$ cat src/rtl/mem_arb_pkg.sv
// mem_arb_pkg: shared types for the memory arbiter.
// FSM states, port owner and latched command bundle.
package mem_arb_pkg;

  typedef enum logic [1:0] {
    ST_IDLE  = 2'd0,
    ST_ISSUE = 2'd1,
    ST_WAIT  = 2'd2,
    ST_RESP  = 2'd3
  } arb_state_e;

  typedef enum logic {
    OWN_IF = 1'b0,
    OWN_DM = 1'b1
  } owner_e;

  typedef struct packed {
    logic        wen;
    logic [31:0] addr;
    logic [31:0] wdata;
    logic [3:0]  mask;
  } mem_cmd_t;

  localparam logic [31:0] ADDR_WMASK = 32'hFFFF_FFFC;
  localparam logic [3:0]  MASK_ALL   = 4'b1111;

  function automatic logic [31:0] word_align(
    input logic [31:0] a
  );
    return a & ADDR_WMASK;
  endfunction

endpackage

$ cat src/rtl/mem_arb_prio.sv
// mem_arb_prio: fetch/data arbitration with data streak limit.
// Ports: i_sample (IDLE), i_if_req, i_dm_req -> o_valid, o_sel_dm.
module mem_arb_prio
  import mem_arb_pkg::*;
#(
  parameter int DSTREAK_MAX = 4
) (
  input  logic i_clk,
  input  logic i_rst_n,
  input  logic i_sample,
  input  logic i_if_req,
  input  logic i_dm_req,
  output logic o_valid,
  output logic o_sel_dm
);

  localparam int CW =
    (DSTREAK_MAX < 1) ? 1 : $clog2(DSTREAK_MAX + 1);
  localparam logic [CW-1:0] SMAX = CW'(DSTREAK_MAX);

  logic [CW-1:0] r_streak;
  logic          w_if_turn;
  logic          w_dm_win;

  // Fetch only overrides data once the streak is exhausted.
  assign w_if_turn = i_if_req && (r_streak == SMAX);
  assign w_dm_win  = i_dm_req && !w_if_turn;
  assign o_valid   = i_if_req | i_dm_req;
  assign o_sel_dm  = w_dm_win;

  always_ff @(posedge i_clk or negedge i_rst_n) begin
    if (!i_rst_n) begin
      r_streak <= '0;
    end else if (i_sample) begin
      if (!i_if_req) begin
        r_streak <= '0;
      end else if (!w_dm_win) begin
        r_streak <= '0;
      end else if (r_streak != SMAX) begin
        r_streak <= r_streak + CW'(1);
      end
    end
  end

endmodule

$ cat src/rtl/mem_arbiter.sv
// mem_arbiter: single-outstanding fetch/data memory arbiter.
// Ports: fetch i_if_*/o_if_*, data i_dm_*/o_dm_*, memory o_mem_*/i_mem_*, o_busy.
module mem_arbiter
  import mem_arb_pkg::*;
#(
  parameter int DSTREAK_MAX = 4
) (
  input  logic        i_clk,
  input  logic        i_rst_n,
  input  logic        i_if_req,
  input  logic [31:0] i_if_addr,
  output logic        o_if_gnt,
  output logic        o_if_valid,
  output logic [31:0] o_if_rdata,
  input  logic        i_dm_req,
  input  logic        i_dm_wen,
  input  logic [31:0] i_dm_addr,
  input  logic [31:0] i_dm_wdata,
  input  logic [3:0]  i_dm_mask,
  output logic        o_dm_gnt,
  output logic        o_dm_valid,
  output logic [31:0] o_dm_rdata,
  output logic        o_mem_req,
  output logic        o_mem_wen,
  output logic [31:0] o_mem_addr,
  output logic [31:0] o_mem_wdata,
  output logic [3:0]  o_mem_mask,
  input  logic        i_mem_ready,
  input  logic        i_mem_valid,
  input  logic [31:0] i_mem_rdata,
  output logic        o_busy
);

  arb_state_e r_state;
  owner_e     r_owner;
  mem_cmd_t   r_cmd;
  logic       r_mem_req;
  logic       r_if_gnt;
  logic       r_dm_gnt;
  logic       r_if_valid;
  logic       r_dm_valid;
  logic [31:0] r_if_rdata;
  logic [31:0] r_dm_rdata;

  logic w_idle;
  logic w_sel_valid;
  logic w_sel_dm;

  assign w_idle = (r_state == ST_IDLE);

  mem_arb_prio #(
    .DSTREAK_MAX(DSTREAK_MAX)
  ) u_prio (
    .i_clk    (i_clk),
    .i_rst_n  (i_rst_n),
    .i_sample (w_idle),
    .i_if_req (i_if_req),
    .i_dm_req (i_dm_req),
    .o_valid  (w_sel_valid),
    .o_sel_dm (w_sel_dm)
  );

  always_ff @(posedge i_clk or negedge i_rst_n) begin
    if (!i_rst_n) begin
      r_state    <= ST_IDLE;
      r_owner    <= OWN_IF;
      r_cmd      <= '0;
      r_mem_req  <= 1'b0;
      r_if_gnt   <= 1'b0;
      r_dm_gnt   <= 1'b0;
      r_if_valid <= 1'b0;
      r_dm_valid <= 1'b0;
      r_if_rdata <= '0;
      r_dm_rdata <= '0;
    end else begin
      r_if_gnt   <= 1'b0;
      r_dm_gnt   <= 1'b0;
      r_if_valid <= 1'b0;
      r_dm_valid <= 1'b0;
      unique case (r_state)
        ST_IDLE: begin
          if (w_sel_valid) begin
            r_mem_req <= 1'b1;
            r_state   <= ST_ISSUE;
            if (w_sel_dm) begin
              r_owner     <= OWN_DM;
              r_dm_gnt    <= 1'b1;
              r_cmd.wen   <= i_dm_wen;
              r_cmd.addr  <= word_align(i_dm_addr);
              r_cmd.wdata <= i_dm_wdata;
              r_cmd.mask  <= i_dm_mask;
            end else begin
              r_owner     <= OWN_IF;
              r_if_gnt    <= 1'b1;
              r_cmd.wen   <= 1'b0;
              r_cmd.addr  <= word_align(i_if_addr);
              r_cmd.wdata <= '0;
              r_cmd.mask  <= MASK_ALL;
            end
          end
        end
        ST_ISSUE: begin
          // Response in the accept cycle is not taken.
          if (i_mem_ready) begin
            r_mem_req <= 1'b0;
            r_state   <= ST_WAIT;
          end
        end
        ST_WAIT: begin
          if (i_mem_valid) begin
            r_state <= ST_RESP;
            if (r_owner == OWN_DM) begin
              r_dm_valid <= 1'b1;
              r_dm_rdata <= i_mem_rdata;
            end else begin
              r_if_valid <= 1'b1;
              r_if_rdata <= i_mem_rdata;
            end
          end
        end
        ST_RESP: begin
          r_state <= ST_IDLE;
        end
        default: begin
          r_state <= ST_IDLE;
        end
      endcase
    end
  end

  assign o_if_gnt    = r_if_gnt;
  assign o_dm_gnt    = r_dm_gnt;
  assign o_if_valid  = r_if_valid;
  assign o_dm_valid  = r_dm_valid;
  assign o_if_rdata  = r_if_rdata;
  assign o_dm_rdata  = r_dm_rdata;
  assign o_mem_req   = r_mem_req;
  assign o_mem_wen   = r_cmd.wen;
  assign o_mem_addr  = r_cmd.addr;
  assign o_mem_wdata = r_cmd.wdata;
  assign o_mem_mask  = r_cmd.mask;
  assign o_busy      = !w_idle;

endmodule
$ cat config.mk
export PLATFORM = sky130hd
export DESIGN_NAME = mem_arbiter
export DESIGN_NICKNAME = d
export VERILOG_FILES = /design/src/rtl/mem_arb_pkg.sv /design/src/rtl/mem_arb_prio.sv /design/src/rtl/mem_arbiter.sv
export SDC_FILE = /design/constraint.sdc
export NUM_CORES = 1
export LEC_CHECK = 0
export ABC_CLOCK_PERIOD_IN_PS = 1800
export CAP_MARGIN = 20
export CORE_UTILIZATION = 41
export DETAILED_ROUTE_END_ITERATION = 10
export HOLD_SLACK_MARGIN = 0.1
export PLACE_DENSITY_LB_ADDON = 0.08
export REMOVE_ABC_BUFFERS = 1
export SYNTH_ARGS = -nofsm -noshare
export SYNTH_HDL_FRONTEND = slang
export SYNTH_HIERARCHICAL = 1
export SYNTH_SLANG_ARGS = --single-unit
$ cat constraint.sdc
create_clock -name i_clk -period 1.8 [get_ports i_clk]
set_input_delay 0.45 -clock i_clk [delete_from_list [all_inputs] [get_ports i_clk]]
set_output_delay 0.45 -clock i_clk [all_outputs]
set_load 0.02 [all_outputs]
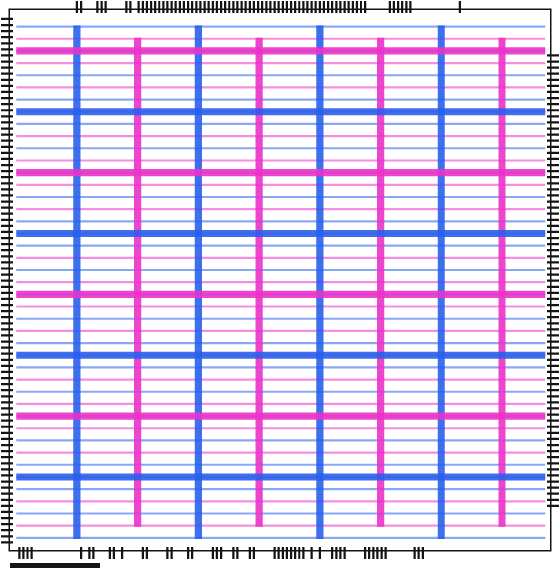
(images/power_grid.png)
Bar = 20 um. Pins as bars on the die edge.
Key: VSS = blue; VDD = magenta
278 signal pins sit on the boundary. 8 straps on met5. The core has 42 rows. 43 met1 rails follow the rows.
Worst IR Drop VDD: 0.779 mV
height of the die: 121 um
Placeable Area: 13500 sq um
floorplan die width: 121 um

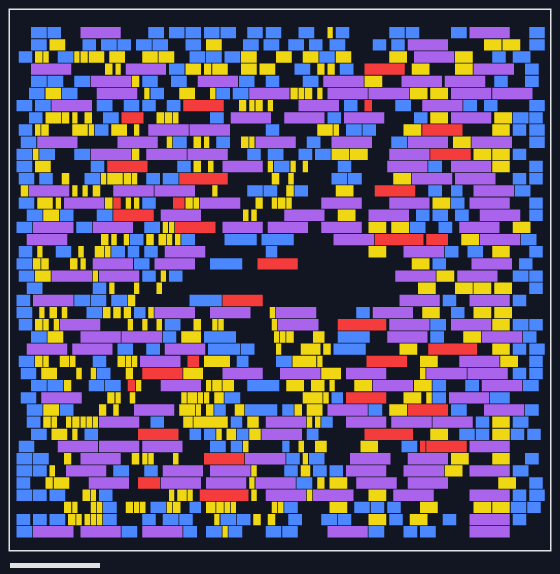
(images/placement_by_type.png)
Bar = 20 um.
Key: combinational and other logic = yellow [cells 316]; flops = purple [cells 142]; other buffers and delay cells = blue [cells 298]; clock drivers and dummy loads = red [cells 32]
final cell utilization of the core: 69.8%
number of placement rows: 42

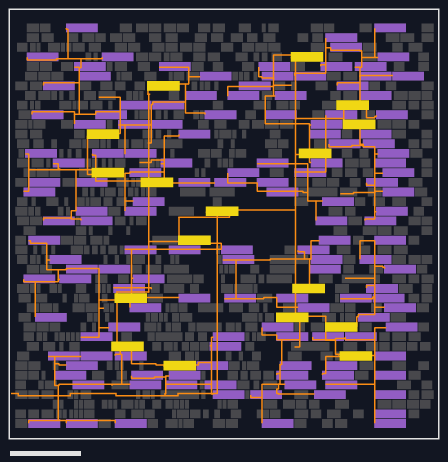
(images/clk_routes.png)
Bar = 20 um.
Key: clock drivers = yellow [count 17]; clock wires = orange [length 1680 um]; flip-flops = purple [count 142]
There are 18 routed clock nets. Position of the flops: widely spread.
clock insertion delay at the later pin of the skew report: 410 ps
proportion of power drawn by the clock network: 24.1%

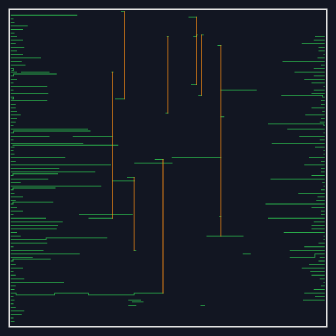
(images/wires.png)
Only two layers are drawn.
Key: metal 4 = orange [wire length 319 um]; metal 3 = green [wire length 1410 um]
average wire per cell in the routed design: 16.2 um
vias after detailed routing: 4691

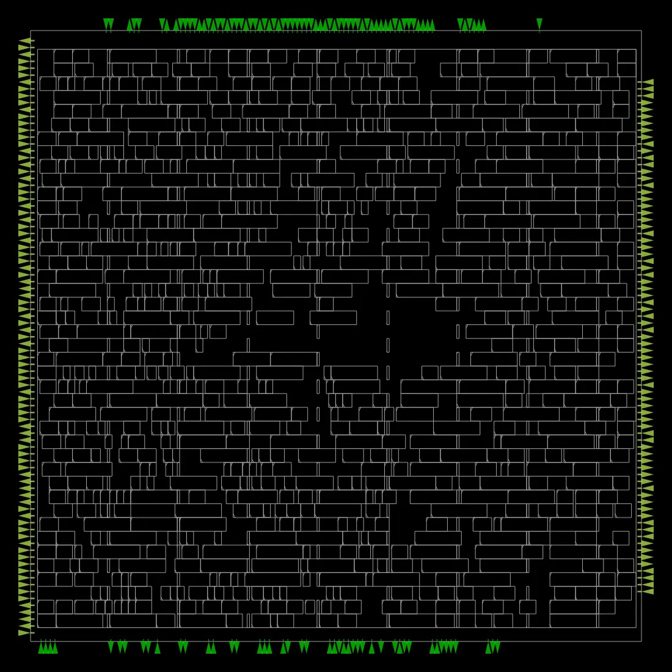
(images/placement.png)
FF+latch count: 142
fill cell count: 1046
sequential share of cell area: 37.7%

==> run notes <==
Implementation results.

The static leakage is 4.71 nW. The first detailed-routing pass ran for 4 iterations. The share of total power in combinational logic is 42.9%. The number of DRC violations after detailed routing is 0. The final timing report derives a shortest allowable period of 1720 ps. For this run, the chip area from Yosys synthesis comes to 5770 sq um. The number of clock sinks is 142.

Recorded from the global router log, the overflow total was 0. The area overhead of the layout relative to synthesis is 63.2%. By area the synthesized netlist is led by sky130_fd_sc_hd__dfrtp_1 62%, sky130_fd_sc_hd__mux2_2 12%, sky130_fd_sc_hd__nand2_1 6.7%. The main flop type after synthesis is sky130_fd_sc_hd__dfrtp_1. The stage logs contain a warning count of 33. The total half-perimeter wirelength after legalization and detailed placement is 11.6 mm. Looking at the power breakdown, sequential logic takes 33.0% of the total. The final timing report gives a worst setup slack of 82.7 ps. The share of the core area taken by cells at floorplan is 42.7%.

The net switching power of the design is 6.05 mW. Of the cells placed in the final design, the portion with a size suffix greater than 1 is 16.9%. For the final database, setup skew stands at 7.81 ps. The first-iteration detailed-routing DRC count is 211. The worst register-to-register path has a setup slack of 80 ps. The timing report attributes the biggest portion of critical-path delay to AND-OR/OR-AND gates. The first global-routing pass estimated 24.9 mm of wire. The timing report gives the biggest stage delay along the critical path as 370 ps. The flow ran to the end, and the final reports show no timing, DRC or antenna violations.

The worst hold path endpoint is o_mem_wdata[26]. The biggest area contributor in the post-synthesis netlist is sky130_fd_sc_hd__dfrtp_1. The clock H-tree reported by CTS has 4 levels. CTS placed an instance of sky130_fd_sc_hd__clkbuf_16 at the clock tree root. Looking at the worst setup and hold paths, the clock pins of their registers show a slew of 50 ps. The data required time reported for the critical path is 2080 ps. The cell with the biggest individual delay on the critical path is sky130_fd_sc_hd__dfrtp_1.

In the post-route report, total wirelength is listed as 15.6 mm. The area fraction of the dominant cell type after synthesis is 61.6%. For the worst flop-to-flop path, the logic depth is 6. The synthesis log from Yosys contains 6 warnings. The kind of start point of the critical path is a register. The launching instance or port of the critical path is u_prio/r_streak[0].

Of all nets on the critical path, the largest fanout is 16. The power report shows net switching accounting for 36.7% of the total. Pin placement for this block handled 278 I/O pins. The instance area at placement is 8900 sq um. The tally of max-capacitance violations is 0. The clock tree from TritonCTS is yes. In the final design database the tool counted 920 nets. The critical path start-end classification is register to register.

The share of the clock period used by the worst path is 95.4%.
==> cell usage in the layout, fill, tap and decap left out, types with 2 or more instances in the layout <==
cell type and instances:
sky130_fd_sc_hd__clkdlybuf4s50_1 133, sky130_fd_sc_hd__clkinv_2 3, sky130_fd_sc_hd__nand4_1 2, sky130_fd_sc_hd__nor2_1 6, sky130_fd_sc_hd__buf_4 16, sky130_fd_sc_hd__dfrtp_1 142, sky130_fd_sc_hd__mux2_2 64, sky130_fd_sc_hd__inv_1 14
sky130_fd_sc_hd__clkbuf_8 3, sky130_fd_sc_hd__a21oi_1 2, sky130_fd_sc_hd__inv_2 3, sky130_fd_sc_hd__ha_1 5, sky130_fd_sc_hd__a31oi_1 4, sky130_fd_sc_hd__bufinv_16 6, sky130_fd_sc_hd__nand3_1 35, sky130_fd_sc_hd__nand2_1 102
sky130_fd_sc_hd__clkinvlp_4 2, sky130_fd_sc_hd__o21ai_0 30, sky130_fd_sc_hd__clkbuf_16 17, sky130_fd_sc_hd__conb_1 2, sky130_fd_sc_hd__mux2i_1 31, sky130_fd_sc_hd__buf_12 10, sky130_fd_sc_hd__o22ai_1 2, sky130_fd_sc_hd__dlygate4sd2_1 135
==> repair_timing <==
item / CTS / global route
setup endpoints to repair: 136 / 1
resized: 142 / 1
hold buffers: 1 / 0
hold endpoints to repair: 36 / 0
==> sequential cells by signal (all words and copies together) (netlist names), 2 cells and up <==
name / cells
r_state: 2
o_dm_rdata: 32
o_mem_mask: 4
o_mem_wdata: 32
o_if_rdata: 32
o_mem_addr: 30
u_prio/r_streak: 3
==> layout make-up <==
| class | count | area, sq um | share of cell area (%) |
|---|---|---|---|
| clock inverter | 11 | 210 | 2.23 |
| timing repair buffer | 298 | 2870 | 30.5 |
| clock buffer | 21 | 470 | 4.99 |
| sequential | 142 | 3550 | 37.7 |
| tap | 176 | 220 | 2.34 |
| inverter | 17 | 63.8 | 0.677 |
| multi-input combinational | 299 | 2030 | 21.6 |
==> power groups by stage <==
| stage | clock network (mW) | registers [mW] | logic (mW) |
|---|---|---|---|
| global placement | 0 | 5.44 | 8.00 |
| CTS | 4.06 | 5.45 | 7.18 |
| floorplan | 0 | 7.21 | 2.14 |
| detailed placement | 0 | 5.53 | 8.17 |
| global route | 4.21 | 5.63 | 7.66 |
| finish | 3.98 | 5.44 | 7.08 |
==> metrics by stage <==
| stage | util [%] | hold WS [ps] |
|---|---|---|
| 6_report | 69.8 | 455 |
| 5_1_grt | 69.8 | 483 |
| 4_1_cts | 69.7 | 463 |
| 3_5_place_dp | 65.9 | 384 |
| 3_3_place_gp | 65.9 | 382 |
| 2_1_floorplan | - | 154 |
==> cells by family after synthesis <==
kind of cell    Yosys count  synth area share (%)
compound gates           43                  4.27
mux                      96                  18.1
other cells               1                0.0650
simple gates            152                  11.1
fa+ha+maj                 6                  1.30
buf+inv                  48                  3.68
flops                   142                  61.6
==> metal layers <==
metal	share of wire, %	routed length, um	track usage, %
met3	9.1	1410	8.63
met4	2.0	318	9.18
met2	51	7950	39.9
met5	0	0	0
met1	38	5910	24.3
Power figures rest on the tool's default switching activity, not on a simulated workload.
